congestion.png
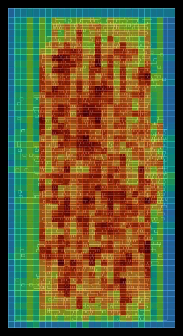
cell_density.png
The die is cut into 19 by 36 equal tiles; white is low, dark blue is high, 0 to 100% covered.
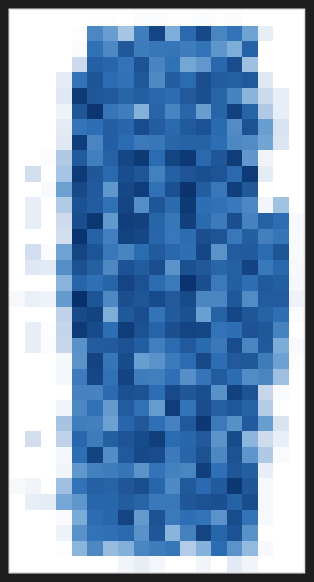
===== config.mk =====
export PLATFORM = sky130hd
export DESIGN_NAME = apb_slave_mem
export DESIGN_NICKNAME = d
export VERILOG_FILES = /design/src/rtl/apb_slave_mem.sv
export SDC_FILE = /design/constraint.sdc
export NUM_CORES = 1
export LEC_CHECK = 0
export CAP_MARGIN = 15
export CORE_ASPECT_RATIO = 2
export CORE_MARGIN = 8
export CORE_UTILIZATION = 53
export DETAILED_ROUTE_END_ITERATION = 8
export PLACE_DENSITY = 0.82
export SLEW_MARGIN = 20
export SYNTH_ARGS = -nofsm -noshare
export SYNTH_HDL_FRONTEND = slang
export SYNTH_SLANG_ARGS = --single-unit
export TNS_END_PERCENT = 100

===== constraint.sdc =====
create_clock -name hclk -period 11.5 [get_ports hclk]
set_input_delay 2.875 -clock hclk [delete_from_list [all_inputs] [get_ports hclk]]
set_output_delay 2.875 -clock hclk [all_outputs]
set_load 0.02 [all_outputs]

===== src/rtl/apb_slave_mem.sv =====
// APB responder with a 16-word register file, optional wait states, an error
// response for out-of-window or misaligned addresses, and a good-write counter.
module apb_slave_mem #(
    parameter int          SEL_BIT     = 0,
    parameter logic [31:0] BASE_ADDR   = 32'h8000_0000,
    parameter int          WAIT_STATES = 0
) (
    input  logic        hclk,
    input  logic        hreset,
    input  logic [2:0]  psel,
    input  logic        penable,
    input  logic        pwrite,
    input  logic [31:0] paddr,
    input  logic [31:0] pwdata,
    output logic [31:0] prdata,
    output logic        pready,
    output logic        pslverr,
    output logic [7:0]  wr_count
);

    localparam logic [1:0] WS = 2'(WAIT_STATES);

    typedef enum logic {IDLE, ACCESS} state_t;

    state_t      state;
    logic [1:0]  cnt;
    logic [3:0]  idx_q;
    logic        write_q;
    logic        hit_q;
    logic [31:0] wdata_q;
    logic [31:0] mem [16];

    logic sel;
    logic hit_in;
    logic unused_psel;

    always_comb begin
        sel         = psel[SEL_BIT];
        hit_in      = (paddr[31:6] == BASE_ADDR[31:6]) && (paddr[1:0] == 2'b00);
        unused_psel = ^psel;
    end

    always_ff @(posedge hclk) begin
        if (hreset) begin
            state    <= IDLE;
            cnt      <= '0;
            idx_q    <= '0;
            write_q  <= 1'b0;
            hit_q    <= 1'b0;
            wdata_q  <= '0;
            prdata   <= '0;
            pready   <= 1'b0;
            pslverr  <= 1'b0;
            wr_count <= '0;
            for (int unsigned i = 0; i < 16; i++) mem[i] <= '0;
        end else begin
            case (state)
                IDLE: begin
                    if (sel && !penable) begin
                        state   <= ACCESS;
                        idx_q   <= paddr[5:2];
                        write_q <= pwrite;
                        hit_q   <= hit_in;
                        wdata_q <= pwdata;
                        cnt     <= WS;
                        // Zero wait states: respond on the setup edge so data is
                        // valid throughout the bridge's penable cycle.
                        if (WS == 2'd0) begin
                            pready  <= 1'b1;
                            pslverr <= !hit_in;
                            if (!pwrite) prdata <= hit_in ? mem[paddr[5:2]] : '0;
                        end
                    end
                end
                ACCESS: begin
                    if (!sel) begin
                        state   <= IDLE;
                        pready  <= 1'b0;
                        pslverr <= 1'b0;
                    end else if (penable) begin
                        if (pready) begin
                            state   <= IDLE;
                            pready  <= 1'b0;
                            pslverr <= 1'b0;
                            if (write_q && hit_q) begin
                                mem[idx_q] <= wdata_q;
                                wr_count   <= wr_count + 8'd1;
                            end
                        end else begin
                            cnt <= cnt - 2'd1;
                            if (cnt == 2'd1) begin
                                pready  <= 1'b1;
                                pslverr <= !hit_q;
                                if (!write_q) prdata <= hit_q ? mem[idx_q] : '0;
                            end
                        end
                    end
                end
                default: state <= IDLE;
            endcase
        end
    end

endmodule


==> flow_results.org <==
#+TITLE: Synthesis and PnR summary

** Floorplan
- Chip area :: 0.0659 mm²
- Horiz. Die Dim :: 186 µm
- Placement row count :: 124
- For this configuration, the core starts out at a cell density of 53.5%.
- 113 I/O pins were placed.
- The floorplan report lists the tap cell count as 756.
- The floorplan step set the die height to 355 µm.
- According to the floorplan report, the placeable core area is 0.0569 mm².

** Power and ir drop
- In the power breakdown, the internal column shows 3.64 mW.
- Switch Pwr :: 1.09 mW
- Relative contribution of the clock network to total power :: 38.7%
- Logic pwr share :: 8.5%
- The sequential power reported by the tool is 2.49 mW.
- Power Clock :: 1.83 mW
- Power dissipated in combinational cells :: 0.403 mW
- The worst VDD IR drop from the latest analysis is 0.000103 V.
- Leak :: 11.6 nW
- Top power group :: sequential cells
- Per report_power, the sequential group accounts for 52.7% of the total.
- The design draws 4.73 mW.
- Power Dens Cells :: 139 mW/mm²
- Net switching is 23.1% of the power.

** Job
- Number of max-cap violations :: 0
- Across all stage logs, warnings added up to 30.

** Yosys
- Unique masters post-synth :: 48
- Number of synthesized register bits :: 599
- In the synthesis report, Yosys lists the chip area as 0.0305 mm².
- Sequential elements use 56.2% of the synthesized area.
- Area fraction in and, or, nand and nor cells :: 13.5%
- Count of synthesis-stage warnings from yosys :: 0
- For this design, Yosys synthesis ends with a cell count of 2030.
- Primary flip-flop cell chosen by synthesis mapping :: sky130_fd_sc_hd__edfxtp_1
- Mean area per synthesized cell :: 15.0 µm²
- Area fraction in mux cells :: 23.3%
- In this run, synthesis inferred 512 flip-flops with an integrated enable.
- The synthesized netlist devotes 0.201% of its cell area to XOR and XNOR gates.
- Aoi share :: 3.72%
- Post-synthesis cell area :: 0.0305 mm²
- Cell count after synthesis :: 2030
- Number of nets at floorplan :: 2106
- The synthesis run identifies the leading combinational cell family as multiplexers.
- Adder Area Share :: 0.205%
- Async set or reset register ratio after synthesis :: 0%

** Global routing
- Entering global routing, the biggest net connects 65 pins.
- Grt total ovfl :: 0
- The number of global-route vias before repair came to 21000.
- Wire length of the first global-routing pass :: 132 mm
- Global routing used 27.8% of the available tracks.
- The initial antenna violation count was 0.

** Final timing
- Unrepaired setup endpoints after global routing :: no
- The final timing report lists a hold violation count of 0.
- The final timing report gives a worst setup slack of 5.38 ns.
- After routing, the total negative slack on setup checks comes to 0 ns.
- Worst-case headroom to the max-slew limit :: 18.2%
- Clock skew on the completed layout was measured at 0.0160 ns.
- Slew at the pin with the worst max-slew slack :: 1.23 ns
- Time the worst path needs with I/O delays and setup :: 6.12 ns
- The flow reports an fmax of 0.163 GHz.
- Endpoints with negative setup slack in the final report add up to 0.
- Hold timing on the final database bottoms out at a slack of 0.501 ns.
- Max-slew check failures listed in the final report amount to 0.
- After layout, the worst path uses 53.2% of the clock period.

** Setup path
- The largest individual stage delay along the critical path comes from the cell sky130_fd_sc_hd__nor2_2.
- The worst setup path is of the in -> reg kind.
- STA classifies the critical path endpoint as a flop.
- Worst Path Max Fanout :: 17
- End point of the critical path :: mem[7][10]$_SDFFCE_PN0P_
- Crit path launch type :: primary input
- The most numerous cell type found on the critical path is sky130_fd_sc_hd__nor2_2.
- Endpoint required time on the critical path :: 11.96 ns
- Arrival time at the worst endpoint :: 6.58 ns
- Logic depth along the worst register-to-register path is recorded as 7.
- Cell Chain, Critical Path :: clkdlybuf4s50_1 > nand4_1 > nor2_2 > nand4b_1 > nor2_2 > buf_4 > and2_1
- Path length in cells of the critical path :: 7
- Largest stage delay, worst path :: 1.15 ns
- Worst path top cell family by delay :: simple AND/OR/NAND/NOR gates
- Along the critical path, the tally of buffer and inverter instances is 2.
- Per the timing report, the most critical flop-to-flop path finishes at mem[7][10]$_SDFFCE_PN0P_.
- OpenSTA lists the critical path startpoint as penable.
- Per the timing report, the most critical flop-to-flop path originates at state$_SDFF_PP0_.
- Across all register-to-register paths, the minimum setup slack is 7.20 ns.

** Placed design
- The post-placement cell area is 0.0323 mm².
- Cells after DPL :: 2752
- Final HPWL DP :: 52.4 mm
- Number of input and output port buffers inserted :: 110
- RePlAce ended its routability-driven mode at a weighted congestion of 0.844.
- Before CTS, the worst setup slack after placement is 4.91 ns.

** Drt
- The detail route stage leaves a number of antenna-violating nets equal to 0.
- Number of DRC markers in iteration 0 :: 2510
- Wirelength, routed :: 91.7 mm
- For this run, design rule violations remaining after detail routing come to 0.
- Via count :: 19600
- In the routed layout, each cell is associated on average with a via count of 6.87.
- The pre-antenna-repair detailed-routing pass consisted of 6 iterations.

** CTS
- Clock tree synthesis selected as its root buffer the cell sky130_fd_sc_hd__clkbuf_16.
- The clock tree has to reach 599 sinks.
- Looking at the clock tree report, the maximum root-to-sink buffer count equals 3.
- Post-cts sizing count :: 0
- # hold bufs at CTS :: 0
- Total number of H-tree levels :: 2
- In this run, CTS created clock tree buffers numbering 50.
- Clock tree from TritonCTS :: done
- Post-CTS Setup Repair Bufs :: 0
- The clock reaches the later pin of the worst-skew pair after 0.61 ns.
- Looking at the worst setup and hold paths, the clock pins of their registers show a slew of 0.07 ns.

** Cells and area
- Layout Cells excl Fill :: 2847
- CLK BUF :: 63
- The final antenna diode tally reported by the flow is 1.
- The layout report gives the multi-input gate share of total cell area as 37.3%.
- Fraction of area in clock buffers and inverters :: 5.14%
- The final layout report lists a non-clock inverter count of 8.
- Counting plain and timing-repair buffers in the layout gives 162.
- In the final design, more cell area goes to flip-flops and latches than to any other class.
- 1227 cells are multi-input combinational gates.
- Sequential portion of the cell area :: 50.3%
- The layout summary lists the proportion of cells stronger than drive strength 1 as 21.8%.
- The design has 599 sequential cells.
- Per the run report, area growth between synthesis and finish was 11.6%.
- Non-clock buffer share :: 4.34%
- Comb gate area :: 0.0127 mm²
- The final layout report lists a filler cell count of 4158.
- Area occupied by registers :: 0.0171 mm²
- For this run, the post-layout net count is 2124.
- With fillers left out, the area of the finished cells amounts to 0.0340 mm².

** Hold path
- Destination of the worst hold path :: pslverr$_SDFFE_PP0P_
- Hold Path Class :: reg -> reg
- Beginning of the worst hold path :: pslverr$_SDFFE_PP0P_
- Hold path cells :: 2

** Status
- The run finished with clean final reports.
## Picture notes: congestion.png
met2 GRT Util: 46.5%
global route hottest layer: met2
final design utilization: 59.7%
Global Route met3 Usage: 5.78%
post-DR wirelength/cell: 32.2 µm

## Picture notes: cell_density.png
fullest tile: 100%
densest ninth of the die: centre
mean over tiles: 50%

[routing by layer]
layer	up-vias	track usage (%)	wire length (µm)
met5	-	0	0
met4	0	19.7	7070
met3	459	5.78	11100
met2	1547	46.5	45300
met1	9729	31.1	28300
li1	7829	-	-
[worst reg2reg max path, stage by stage, from the launching register on]
cell and delay [ns]:
sky130_fd_sc_hd__dfxtp_2 0.31, sky130_fd_sc_hd__buf_4 0.64, sky130_fd_sc_hd__nand2_1 0.34, sky130_fd_sc_hd__nor2_2 0.47, sky130_fd_sc_hd__nand4b_1 0.58, sky130_fd_sc_hd__nor2_2 1.15, sky130_fd_sc_hd__buf_4 0.49, sky130_fd_sc_hd__and2_1 0.19
[cell usage in the layout, fill, tap and decap left out, types with 4 or more instances in the layout]
cell / Yosys / routed
sky130_fd_sc_hd__mux4_2: 255 / 255
sky130_fd_sc_hd__and2_1: 512 / 513
sky130_fd_sc_hd__buf_4: 2 / 53
sky130_fd_sc_hd__a221oi_1: 16 / 16
sky130_fd_sc_hd__mux2_2: 14 / 14
sky130_fd_sc_hd__inv_1: 7 / 6
sky130_fd_sc_hd__nand2_1: 19 / 19
sky130_fd_sc_hd__o21ai_0: 30 / 18
sky130_fd_sc_hd__nand3_1: 18 / 17
sky130_fd_sc_hd__or2_2: 4 / 5
sky130_fd_sc_hd__o211ai_1: 34 / 34
sky130_fd_sc_hd__edfxtp_1: 512 / 512
sky130_fd_sc_hd__nor4_1: 7 / 7
sky130_fd_sc_hd__nor3b_1: 30 / 30
sky130_fd_sc_hd__ha_1: 5 / 4
sky130_fd_sc_hd__inv_6: 0 / 4
sky130_fd_sc_hd__o221a_1: 32 / 32
sky130_fd_sc_hd__clkbuf_16: 0 / 53
sky130_fd_sc_hd__clkinv_2: 0 / 10
sky130_fd_sc_hd__nand4_1: 5 / 5
sky130_fd_sc_hd__dfxtp_1: 87 / 83
sky130_fd_sc_hd__o21ai_4: 0 / 12
sky130_fd_sc_hd__a22oi_1: 19 / 19
sky130_fd_sc_hd__clkdlybuf4s50_1: 0 / 105
sky130_fd_sc_hd__nor2_2: 4 / 13
sky130_fd_sc_hd__nor2_1: 61 / 51
sky130_fd_sc_hd__bufinv_16: 0 / 7
sky130_fd_sc_hd__clkinvlp_4: 0 / 6
sky130_fd_sc_hd__clkbuf_1: 126 / 8
sky130_fd_sc_hd__xor2_1: 4 / 4
sky130_fd_sc_hd__mux2i_1: 119 / 119
[synthesized netlist by cell type (all sizes together) (6+ instances only)]
master	number	area share, %
nor2	65	0.83
inv	8	0.099
nor4	7	0.14
nor3	6	0.14
o211ai	34	0.84
clkbuf	127	1.6
and2	513	11
dfxtp	87	5.7
mux2i	119	3.9
mux2	14	0.52
o21ai	30	0.49
nand3	18	0.30
edfxtp	512	50
buf	69	1.2
o221a	32	1.2
a22oi	19	0.47
nor3b	30	0.74
mux4	255	19
a221oi	16	0.46
nand2	19	0.23
[sequential cells by signal, summed over array words and instances (netlist names), named ones only]
name      count
state         1
pslverr       1
idx_q         4
prdata       32
write_q       1
hit_q         1
mem         512
wdata_q      32
cnt           2
wr_count      8
pready        1
No activity file was given, so power comes from the tool's default toggle rates.
